Design encode_bitpack, sky130hd; sources not shown.
Fig. 1: run 1, M4 wires
Scale: 3 px per um. Supply wires on this layer in grey.
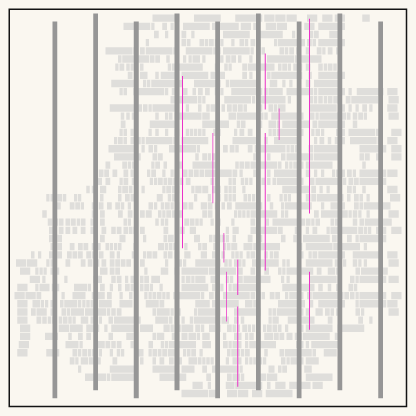
longest straight run: 64.6 um
share of all routed wire: 1.6%
final wirelength: 18840 um
routed vias: 7015

Fig. 2: run 1, clock wiring as the flow saved it
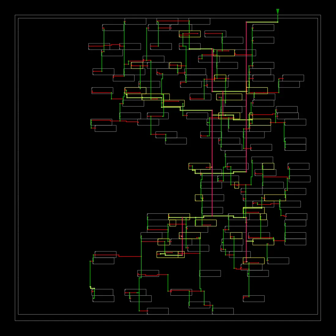
Latency at later pin: 0.41 ns

Fig. 3: run 1, a small window of the routed layout
Region (74, 74) to (124, 124) um. Cells in grey, sequential cells in the stronger grey; small squares are vias.
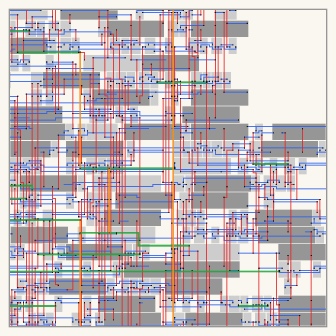
legend:
  metal 3:
    colour: green
  metal 1:
    colour: blue
  metal 4:
    colour: orange
  metal 2:
    colour: red
most frequent: nand2_1 (72), o21ai_0 (41), dfrtp_1 (36)
sequential cells in the window: 36
cells with their middle in the window: 195

==> results.toml, run 1 <==
# generated from flow reports
[grt]
grt_util_met2_pct = 33.45
antenna_found_initial = 0

[yosys]
synthAdderAreaFrac_pct = 4.343
aoi_share_pct = 14.08
xor_area_share_pct = 0.6032
top_cell_area_share_pct = 38.95
seq_area_frac_synth_pct = 38.95
yosysWarnings = 0
mux_share_pct = 0.1379

[setup_path]
critPathMaxFanout = 30
crit_chain = "clkdlybuf4s50_1 -> ha_1 -> inv_1 -> ha_1 -> fa_1 -> xor2_1 -> buf_4 -> inv_1 -> nand4_1 -> or2_2 -> nand2_1 -> nand2_1 -> a21oi_1"
critPathKind = "in2reg"

[job]
drv_cap = 0
tool_warnings = 36

[worst_hold_path]
hold_class = "reg2reg"

[drt]
drt-pass1-iter-count = 5

[floorplanning]
nWellTaps = 220

[final_layout]
nClkBuffers = 25
clk_share_pct = 6.932
drive_above_1_share_pct = 5.418
fin_cells = 1309

[final_timing]
setup_violations = 0
finalClockPeriodUsage_pct = 61.63
fin_ws_ns = 2.954
fmaxAchievable_mhz = 210.7
hold-worst-slack_ns = 0.3204

[status]
status = "finished, final reports clean"

[clock_network]
clk_pin_slew_worst_paths_ns = 0.06
cts_max_level = 4
tritoncts = "built"
cts.sinks = 113
Fig. 4: run 1, M3 wires
Scale: 4 px per um.
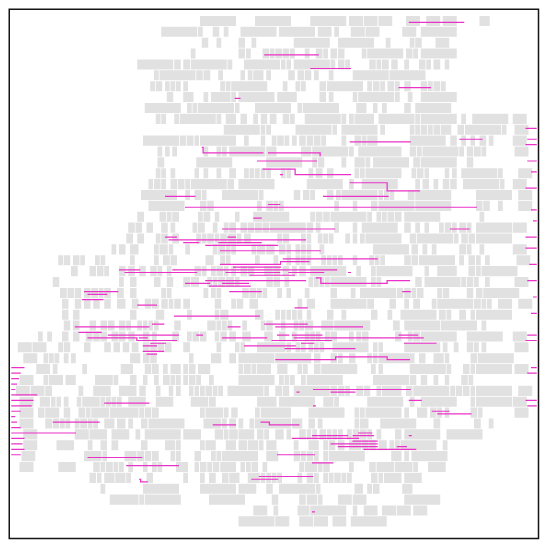

==> run 2: changes to the inputs <==
==> constraint.sdc (replaced) <==
create_clock -name clk -period 4.75 [get_ports clk]
set_clock_uncertainty 0.15 [all_clocks]
set_input_delay 0.7125 -clock clk [delete_from_list [all_inputs] [get_ports clk]]
set_output_delay 0.7125 -clock clk [all_outputs]
set_load 0.01 [all_outputs]
Fig. 5: run 2, M3 wires
Scale: 4 px per um.
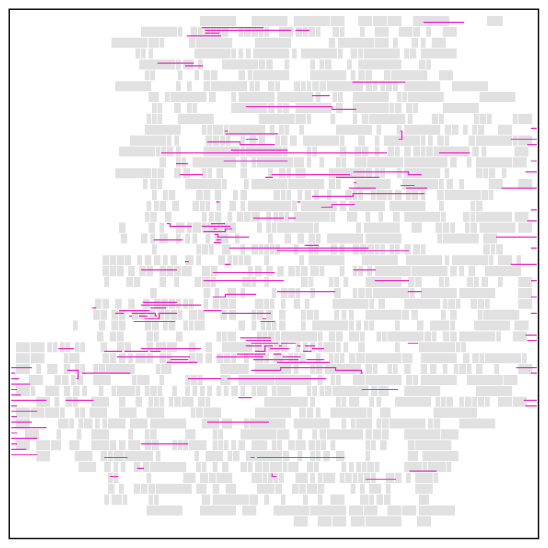
longest straight run: 56.1 um
wire length on this layer: 1110 um
share of all routed wire: 5.6%
main direction: horizontal
nets with wire on the layer: 108
final wirelength: 19620 um
routed vias: 7041

==> run 2 against run 1 <==
  * Flip-flop count is the same
  * Design area grew 2.1%
  * Critical path depth grew 3
  * Register-to-register slack lost 2.7 ns
  * First-iteration DRC count grew 4.3%
  * Via count grew 0.37%
  * Worst hold slack lost 0.12 ns
  * Cell count grew 0.92%
  * Critical endpoint is now acc[29]
  * Largest cell class unchanged
  * Highest routed layer unchanged
==> results.toml, run 2 <==
# generated from flow reports
[final_timing]
setup_violations = 0
finalClockPeriodUsage_pct = 86.32
fmaxAchievable_mhz = 243.9
fin_ws_ns = 0.6499

[clock_network]
cts.sinks = 113
clk_pin_slew_worst_paths_ns = 0.06
cts_max_level = 4
clock_latency_ns = 0.41
root_buffer = "clkbuf_16"

[grt]
antenna_found_initial = 0
grt_util_met2_pct = 34.42

[job]
tool_warnings = 38
drv_cap = 0

[setup_path]
critPathMaxFanout = 25
critPathKind = "in2reg"
crit_chain = "clkdlybuf4s50_1 -> inv_1 -> ha_1 -> fa_1 -> nand2_1 -> nand2_1 -> nand3_1 -> nand2_1 -> nand3_1 -> nand3_1 -> nand3_1 -> nand2_1 -> o21ai_0 -> nor2_1 -> nand3_1 -> nand2_1"

[final_layout]
fin_cells = 1321
comb_cells = 788
clk_share_pct = 7.765
drive_above_1_share_pct = 6.540

[yosys]
mux_share_pct = 0.1379
yosysWarnings = 0
xor_area_share_pct = 0.6032
avgSynthCellArea_um2 = 6.907

[floorplanning]
nWellTaps = 220

[status]
status = "finished, final reports clean"

[worst_hold_path]
hold_class = "in2async"
Fig. 6: run 2, ports around the boundary
Scale: 3 px per um. Pins as bars across the die edge, other pins in grey.
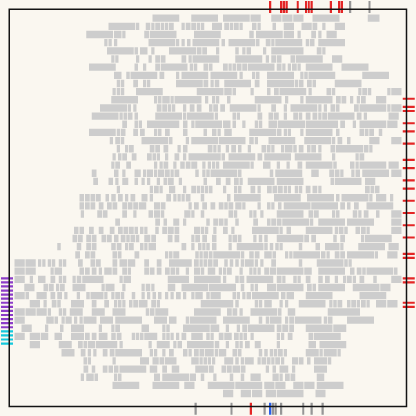
legend:
  cnt_finish:
    colour: blue
    pins: 1
    direction: input
    edge: bottom
  out_data:
    colour: red
    pins: 32
    direction: output
    edge: 20 right, 11 top, 1 bottom
  cnt_len:
    colour: cyan
    pins: 4
    direction: input
    edge: left
  cnt_output:
    colour: purple
    pins: 13
    direction: input
    edge: left
die height: 131.9 um
port buffer count: 60
die width: 131.9 um

